File: config.mk
export PLATFORM = sky130hd
export DESIGN_NAME = uart_tx_fifo_flat
export DESIGN_NICKNAME = d
export VERILOG_FILES = /design/src/rtl/uart_pkg.sv /design/src/rtl/uart_tx_fifo_if.sv /design/src/rtl/uart_tx_fifo_byte_fifo.sv /design/src/rtl/uart_tx_fifo.sv /design/src/flat_wrapper.sv
export SDC_FILE = /design/constraint.sdc
export NUM_CORES = 1
export LEC_CHECK = 0
export CAP_MARGIN = 30
export CELL_PAD_IN_SITES_DETAIL_PLACEMENT = 0
export CELL_PAD_IN_SITES_GLOBAL_PLACEMENT = 2
export CORE_UTILIZATION = 30
export DETAILED_ROUTE_END_ITERATION = 6
export PLACE_DENSITY_LB_ADDON = 0.3
export SLEW_MARGIN = 40
export SYNTH_ARGS = -nofsm -noshare
export SYNTH_HDL_FRONTEND = slang
export SYNTH_SLANG_ARGS = --single-unit
export TNS_END_PERCENT = 50
File: constraint.sdc
create_clock -name clock -period 8.72 [get_ports clock]
set_clock_uncertainty 0.1 [all_clocks]
set_input_delay 2.18 -clock clock [delete_from_list [all_inputs] [get_ports clock]]
set_output_delay 2.18 -clock clock [all_outputs]
set_load 0.02 [all_outputs]
File: src/rtl/uart_pkg.sv
// Shared definitions for the debug UART transmit path: FSM state
// encoding, 8N1 frame geometry and the default bit period.
package uart_pkg;

   // Transmitter phases; IDLE must stay the all-zero encoding.
   typedef enum logic [1:0] {
      IDLE  = 2'd0,
      START = 2'd1,
      DATA  = 2'd2,
      STOP  = 2'd3
   } txState_t;

   localparam int DATA_BITS            = 8;
   localparam int STOP_BITS            = 1;
   // 50 MHz system clock / 115200 baud.
   localparam int DEFAULT_CLKS_PER_BIT = 434;

endpackage

File: src/rtl/uart_tx_fifo_if.sv
// Byte-push and status bundle between the debug unit (master) and the
// UART transmitter (slave). Clock and reset travel as plain ports.
interface uart_tx_fifo_if #(
   parameter int FIFO_DEPTH_LOG2 = 4
);
   import uart_pkg::*;

   logic [DATA_BITS-1:0]     dataIn;
   logic                     writeFlag;
   logic                     notStartTrans;
   logic                     tx;
   logic                     dataSent;
   logic                     txBusy;
   logic                     fifoFull;
   logic                     fifoEmpty;
   logic [FIFO_DEPTH_LOG2:0] fifoCount;
   logic                     overflow;

   modport master (
      output dataIn, writeFlag, notStartTrans,
      input  tx, dataSent, txBusy, fifoFull, fifoEmpty, fifoCount, overflow
   );

   modport slave (
      input  dataIn, writeFlag, notStartTrans,
      output tx, dataSent, txBusy, fifoFull, fifoEmpty, fifoCount, overflow
   );

endinterface

File: src/rtl/uart_tx_fifo_byte_fifo.sv
// Synchronous byte FIFO feeding the UART transmitter. Storage is a plain
// array with a registered, read-first output so it maps onto block RAM;
// the popped byte appears on popData the cycle after the pop.
module byte_fifo
   import uart_pkg::*;
#(
   parameter int FIFO_DEPTH_LOG2 = 4
) (
   input  logic                     clock,
   input  logic                     reset,
   input  logic [DATA_BITS-1:0]     dataIn,
   input  logic                     writeFlag,
   input  logic                     pop,
   output logic [DATA_BITS-1:0]     popData,
   output logic [FIFO_DEPTH_LOG2:0] fifoCount,
   output logic                     fifoFull,
   output logic                     fifoEmpty,
   output logic                     overflow
);

   localparam int DEPTH   = 1 << FIFO_DEPTH_LOG2;
   localparam int COUNT_W = FIFO_DEPTH_LOG2 + 1;
   localparam logic [COUNT_W-1:0] DEPTH_COUNT = COUNT_W'(DEPTH);

   logic [DATA_BITS-1:0]       mem [DEPTH];
   logic [DATA_BITS-1:0]       popDataReg;
   logic [FIFO_DEPTH_LOG2-1:0] wrPtrReg;
   logic [FIFO_DEPTH_LOG2-1:0] rdPtrReg;
   logic [COUNT_W-1:0]         countReg;
   logic                       overflowReg;
   logic                       doPop;
   logic                       doWrite;

   // Flags decode straight from the registered count.
   assign fifoFull  = (countReg == DEPTH_COUNT);
   assign fifoEmpty = (countReg == '0);

   // A pop in the same cycle frees a slot, so a write at full is still legal.
   assign doPop   = pop && !fifoEmpty;
   assign doWrite = writeFlag && (!fifoFull || doPop);

   assign popData   = popDataReg;
   assign fifoCount = countReg;
   assign overflow  = overflowReg;

   // Storage write port; no reset so the array stays RAM-mappable.
   always_ff @(posedge clock) begin
      if (reset && doWrite) begin
         mem[wrPtrReg] <= dataIn;
      end
   end

   // Registered read port; read-first, so push+pop at full returns the old head.
   always_ff @(posedge clock) begin
      if (doPop) begin
         popDataReg <= mem[rdPtrReg];
      end
   end

   // Pointers, occupancy and the sticky overflow flag.
   always_ff @(posedge clock) begin
      if (!reset) begin
         wrPtrReg    <= '0;
         rdPtrReg    <= '0;
         countReg    <= '0;
         overflowReg <= 1'b0;
      end else begin
         if (doWrite) begin
            wrPtrReg <= wrPtrReg + FIFO_DEPTH_LOG2'(1);
         end
         if (doPop) begin
            rdPtrReg <= rdPtrReg + FIFO_DEPTH_LOG2'(1);
         end
         case ({doWrite, doPop})
            2'b10:   countReg <= countReg + COUNT_W'(1);
            2'b01:   countReg <= countReg - COUNT_W'(1);
            default: countReg <= countReg;
         endcase
         if (writeFlag && !doWrite) begin
            overflowReg <= 1'b1;
         end
      end
   end

endmodule

File: src/rtl/uart_tx_fifo.sv
// Debug UART transmitter: queues bytes from the debug unit in byte_fifo
// and sends them as 8N1 frames, pulsing dataSent during each final stop
// bit cycle. tx, txBusy and dataSent are all registered.
module uart_tx_fifo
   import uart_pkg::*;
#(
   parameter int CLKS_PER_BIT    = DEFAULT_CLKS_PER_BIT,
   parameter int FIFO_DEPTH_LOG2 = 4
) (
   input logic           clock,
   input logic           reset,
   uart_tx_fifo_if.slave bus
);

   localparam int BAUD_W    = $clog2(CLKS_PER_BIT);
   localparam int BIT_IDX_W = $clog2(DATA_BITS);
   localparam logic [BAUD_W-1:0]    BAUD_LAST     = BAUD_W'(CLKS_PER_BIT - 1);
   localparam logic [BAUD_W-1:0]    BAUD_PENULT   = BAUD_W'(CLKS_PER_BIT - 2);
   localparam logic [BIT_IDX_W-1:0] LAST_DATA_IDX = BIT_IDX_W'(DATA_BITS - 1);
   localparam logic [BIT_IDX_W-1:0] LAST_STOP_IDX = BIT_IDX_W'(STOP_BITS - 1);

   txState_t               stateReg, stateNext;
   logic [BAUD_W-1:0]      baudReg, baudNext;
   logic [BIT_IDX_W-1:0]   bitIdxReg, bitIdxNext;
   logic [DATA_BITS-1:0]   shiftReg, shiftNext;
   logic                   txReg, txNext;
   logic                   dataSentReg, dataSentNext;
   logic                   txBusyReg, txBusyNext;
   logic                   baudDone;
   logic                   pop;
   logic [DATA_BITS-1:0]   popData;
   logic                   fifoEmpty;
   logic                   fifoFull;
   logic [FIFO_DEPTH_LOG2:0] fifoCount;
   logic                   overflow;

   byte_fifo #(
      .FIFO_DEPTH_LOG2 (FIFO_DEPTH_LOG2)
   ) fifo (
      .clock     (clock),
      .reset     (reset),
      .dataIn    (bus.dataIn),
      .writeFlag (bus.writeFlag),
      .pop       (pop),
      .popData   (popData),
      .fifoCount (fifoCount),
      .fifoFull  (fifoFull),
      .fifoEmpty (fifoEmpty),
      .overflow  (overflow)
   );

   assign bus.tx        = txReg;
   assign bus.dataSent  = dataSentReg;
   assign bus.txBusy    = txBusyReg;
   assign bus.fifoFull  = fifoFull;
   assign bus.fifoEmpty = fifoEmpty;
   assign bus.fifoCount = fifoCount;
   assign bus.overflow  = overflow;

   assign baudDone = (baudReg == BAUD_LAST);

   // Next state, bit timing and registered-output values for the frame FSM.
   // The FIFO read is registered, so the popped byte is taken from popData
   // at the end of the start bit rather than in IDLE; tx is unaffected.
   always_comb begin
      stateNext    = stateReg;
      baudNext     = baudReg;
      bitIdxNext   = bitIdxReg;
      shiftNext    = shiftReg;
      txNext       = 1'b1;
      dataSentNext = 1'b0;
      pop          = 1'b0;

      case (stateReg)
         IDLE: begin
            baudNext   = '0;
            bitIdxNext = '0;
            if (!fifoEmpty && !bus.notStartTrans) begin
               pop       = 1'b1;
               stateNext = START;
               txNext    = 1'b0;
            end
         end

         START: begin
            txNext   = 1'b0;
            baudNext = baudDone ? '0 : baudReg + BAUD_W'(1);
            if (baudDone) begin
               stateNext  = DATA;
               shiftNext  = popData;
               bitIdxNext = '0;
               txNext     = popData[0];
            end
         end

         DATA: begin
            txNext   = shiftReg[0];
            baudNext = baudDone ? '0 : baudReg + BAUD_W'(1);
            if (baudDone) begin
               if (bitIdxReg == LAST_DATA_IDX) begin
                  stateNext  = STOP;
                  bitIdxNext = '0;
                  txNext     = 1'b1;
               end else begin
                  shiftNext  = shiftReg >> 1;
                  bitIdxNext = bitIdxReg + BIT_IDX_W'(1);
                  txNext     = shiftReg[1];
               end
            end
         end

         STOP: begin
            txNext   = 1'b1;
            baudNext = baudDone ? '0 : baudReg + BAUD_W'(1);
            // Raise dataSent on the edge that enters the last stop-bit cycle.
            if (bitIdxReg == LAST_STOP_IDX && baudReg == BAUD_PENULT) begin
               dataSentNext = 1'b1;
            end
            if (baudDone) begin
               if (bitIdxReg == LAST_STOP_IDX) begin
                  stateNext  = IDLE;
                  bitIdxNext = '0;
               end else begin
                  bitIdxNext = bitIdxReg + BIT_IDX_W'(1);
               end
            end
         end

         default: begin
            stateNext = IDLE;
         end
      endcase

      txBusyNext = (stateNext != IDLE);
   end

   // Frame FSM state and registered outputs; reset aborts any frame in flight.
   always_ff @(posedge clock) begin
      if (!reset) begin
         stateReg    <= IDLE;
         baudReg     <= '0;
         bitIdxReg   <= '0;
         shiftReg    <= '0;
         txReg       <= 1'b1;
         dataSentReg <= 1'b0;
         txBusyReg   <= 1'b0;
      end else begin
         stateReg    <= stateNext;
         baudReg     <= baudNext;
         bitIdxReg   <= bitIdxNext;
         shiftReg    <= shiftNext;
         txReg       <= txNext;
         dataSentReg <= dataSentNext;
         txBusyReg   <= txBusyNext;
      end
   end

endmodule
File: src/flat_wrapper.sv
// flat-port wrapper written by rule: the top's interface ports become plain ports
module uart_tx_fifo_flat import uart_pkg::*;
#(
   parameter int CLKS_PER_BIT    = DEFAULT_CLKS_PER_BIT,
   parameter int FIFO_DEPTH_LOG2 = 4
)
  (clock, reset, bus_dataIn, bus_writeFlag, bus_notStartTrans, bus_tx, bus_dataSent, bus_txBusy, bus_fifoFull, bus_fifoEmpty, bus_fifoCount, bus_overflow);
  uart_tx_fifo_if #(.FIFO_DEPTH_LOG2(FIFO_DEPTH_LOG2)) bus_i ();
  input logic clock;
  input logic reset;
  input wire logic [$bits(bus_i.dataIn)-1:0] bus_dataIn;
  input wire logic [$bits(bus_i.writeFlag)-1:0] bus_writeFlag;
  input wire logic [$bits(bus_i.notStartTrans)-1:0] bus_notStartTrans;
  output wire logic [$bits(bus_i.tx)-1:0] bus_tx;
  output wire logic [$bits(bus_i.dataSent)-1:0] bus_dataSent;
  output wire logic [$bits(bus_i.txBusy)-1:0] bus_txBusy;
  output wire logic [$bits(bus_i.fifoFull)-1:0] bus_fifoFull;
  output wire logic [$bits(bus_i.fifoEmpty)-1:0] bus_fifoEmpty;
  output wire logic [$bits(bus_i.fifoCount)-1:0] bus_fifoCount;
  output wire logic [$bits(bus_i.overflow)-1:0] bus_overflow;
  assign bus_i.dataIn = bus_dataIn;
  assign bus_i.writeFlag = bus_writeFlag;
  assign bus_i.notStartTrans = bus_notStartTrans;
  assign bus_tx = bus_i.tx;
  assign bus_dataSent = bus_i.dataSent;
  assign bus_txBusy = bus_i.txBusy;
  assign bus_fifoFull = bus_i.fifoFull;
  assign bus_fifoEmpty = bus_i.fifoEmpty;
  assign bus_fifoCount = bus_i.fifoCount;
  assign bus_overflow = bus_i.overflow;
  uart_tx_fifo #(.CLKS_PER_BIT(CLKS_PER_BIT), .FIFO_DEPTH_LOG2(FIFO_DEPTH_LOG2)) u_core (.clock(clock), .reset(reset), .bus(bus_i));
endmodule
==> results.yml <==
# synthesis and place-and-route metrics
status:
  run_status: "finished clean"
setup_path:
  cp_endpoint_kind: "register"
  cp.arrival_ns: 4.77
  timing.reg2reg.setup_slack_ns: 5.92
  setup.worst_path.end: "u_core.fifo.mem[3][7]"
  worstRegToRegCells: 7
  crit_path_max_fanout: 23
  worst_setup_path_startpoint: "reset"
  worstReg2RegEnd: "u_core.fifo.fifoCount[4]"
grt:
  grt.overflow.total: 0
  grt_util_all_layers_pct: 12.87
  pin_count_of_the_biggest_net_entering_global_routing: 36
  grt_pass1_wl_um: 22670
  grt_pass1_vias: 3733
floorplanning:
  die-width_um: 157.8
timing:
  max_slew_margin_pct: 47.84
  worst_slew_pin_slew_ns: 0.7796
  slew_viol_final: 0
  grt_setup_unrepaired: "no"
  final-setup-viol-count: 0
  fin_tns_setup_ns: 0
clock_network:
  ctsRootBufferMaster: "sky130_fd_sc_hd__clkbuf_16"
  h-tree-depth: 4
  post_cts_hold_buffer_count: 0
logic_synthesis:
  synth_top_cell_by_area: "sky130_fd_sc_hd__edfxtp_1"
  area_leaders: "sky130_fd_sc_hd__edfxtp_1 (56%), sky130_fd_sc_hd__mux4_2 (12%), sky130_fd_sc_hd__dfxtp_1 (11%)"
  top_logic_kind: "multiplexers"
  simple_gate_share_pct: 7.748
  synth.yosys.num_cells: 442
  synth-seq-area-share_pct: 66.79
  syn_inst: 442
  synthMostInstantiatedCell: "sky130_fd_sc_hd__edfxtp_1"
  synth_top_area_share_pct: 56.07
  xor_share_pct: 1.684
  yosysChipArea_mm2: 0.007283
  synthFlopType: "sky130_fd_sc_hd__edfxtp_1"
power_and_ir_drop:
  power_report.internal_total_uw: 1527
  power.share.clock_pct: 34.4
  p_sw_share_pct: 29.74
final_layout:
  flip_flop_count_of_the_largest_register_after_layout: 128
  top_regs: "u_core.fifo.mem x128, u_core.baudReg x9"
  drive_above_1_share_pct: 19.87
  filler_cell_count: 2217
  final_area_mm2: 0.008431
place:
  port_buffers: 22
routing:
  drt_pre_antenna_iters: 5
  dr_total_vias: 3697
hold_path:
  holdPathEnd: "u_core.shiftReg[7]"
  hold_path_depth: 2
-- per-layer routing --
layer  global-route usage, %  up-vias  wire, um
met3                   2.765       12       404
met4                   4.438        0       162
met1                   16.90     1886      6888
met2                   21.00       44      7381
li1                        -     1755         -
met5                       0        -         0
-- placed cells by master, fill, tap and decap left out, types with 3 or more instances in the layout --
| cell type | n |
|---|---|
| sky130_fd_sc_hd__or3_1 | 3 |
| sky130_fd_sc_hd__nor3_1 | 5 |
| sky130_fd_sc_hd__edfxtp_1 | 136 |
| sky130_fd_sc_hd__mux4_2 | 40 |
| sky130_fd_sc_hd__mux2i_1 | 14 |
| sky130_fd_sc_hd__nand2b_1 | 4 |
| sky130_fd_sc_hd__inv_8 | 4 |
| sky130_fd_sc_hd__nand3_1 | 9 |
| sky130_fd_sc_hd__nor2_1 | 46 |
| sky130_fd_sc_hd__and4_1 | 3 |
| sky130_fd_sc_hd__nand4_1 | 4 |
| sky130_fd_sc_hd__xnor2_1 | 9 |
| sky130_fd_sc_hd__nor2_2 | 3 |
| sky130_fd_sc_hd__clkbuf_16 | 17 |
| sky130_fd_sc_hd__nand3b_1 | 3 |
| sky130_fd_sc_hd__ha_1 | 14 |
| sky130_fd_sc_hd__a21oi_1 | 10 |
| sky130_fd_sc_hd__dfxtp_1 | 38 |
| sky130_fd_sc_hd__clkinv_8 | 4 |
| sky130_fd_sc_hd__nor2b_1 | 3 |
| sky130_fd_sc_hd__xor2_1 | 5 |
| sky130_fd_sc_hd__inv_1 | 12 |
| sky130_fd_sc_hd__clkdlybuf4s50_1 | 22 |
| sky130_fd_sc_hd__inv_6 | 3 |
| sky130_fd_sc_hd__a211o_1 | 3 |
| sky130_fd_sc_hd__a211oi_1 | 3 |
| sky130_fd_sc_hd__and3_1 | 3 |
| sky130_fd_sc_hd__mux2_2 | 7 |
| sky130_fd_sc_hd__nand2_1 | 19 |
-- layout make-up --
type / instances / area, um^2 / area share, %
flip-flops and latches: 175 / 4866 / 57.72
multi-input cells: 235 / 2291 / 27.17
clock buffers: 17 / 425.4 / 5.046
well taps: 319 / 399.1 / 4.734
repair buffers: 24 / 235.2 / 2.790
clock inverters: 15 / 168.9 / 2.004
inverters: 12 / 45.04 / 0.5343
-- through the flow --
step	std cells	worst slack (ns)	util (%)
after floorplan	442	4.448	-
after global placement	765	3.511	33.15
after detailed placement	765	3.425	33.15
after CTS	797	3.868	35.67
after global routing	797	3.625	35.70
final	797	3.904	35.70
-- power groups by stage --
stage          Clock (uW)  Combinational, uW  Sequential [uW]
6_report              748                428              997
5_1_grt               798                470             1000
4_1_cts               766                439              998
3_5_place_dp            0                437             1020
3_3_place_gp            0                435             1020
2_1_floorplan           0                298             1010
-- worst max-delay path, cell delays in order --
cell                              delay [ns]
sky130_fd_sc_hd__clkdlybuf4s50_1        0.93
sky130_fd_sc_hd__inv_1                  0.56
sky130_fd_sc_hd__or3_1                  0.51
sky130_fd_sc_hd__nor2_1                 0.59
Fig. 1: nets reached from selected ports
Scale bar: 50 um.
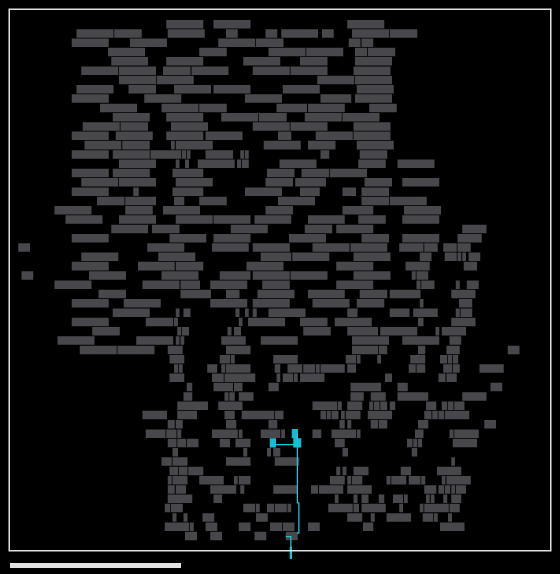
Cyan stands for bus_notStartTrans, bits 1, direction input, edge bottom, end cells 3, buffers 1, wire 42.9 um.

Fig. 2: close-up of the layout
Region (19, 98) to (59, 138) um. Cells in grey, sequential cells in the stronger grey; small squares are vias.
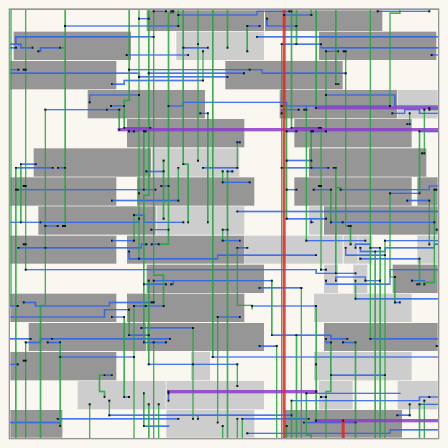
Red stands for metal 4. Blue stands for metal 1. Purple stands for metal 3. Green stands for metal 2.
43 logic cells have their middle in the window. Most frequent: edfxtp_1 (27), mux4_2 (5). Netlist names of flops here include u_core.fifo.mem (27). Sequential cells in the window: 27.

Fig. 3: clock nets
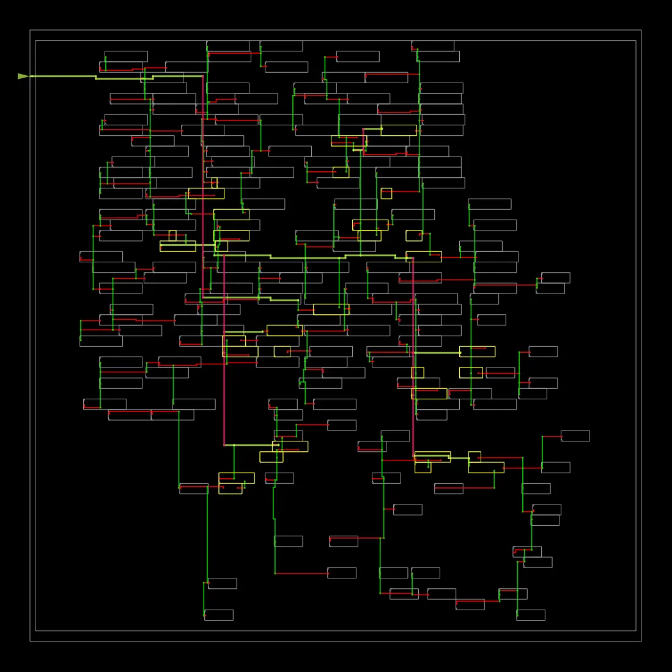
Flop Count: 175
insertion delay at the late pin of the worst-skew pair: 0.43 ns
clock tree sinks: 175
Clk. pwr: 748 uW
total of clock buffers placed in the layout: 17

Power and IR drop assume default switching activity.
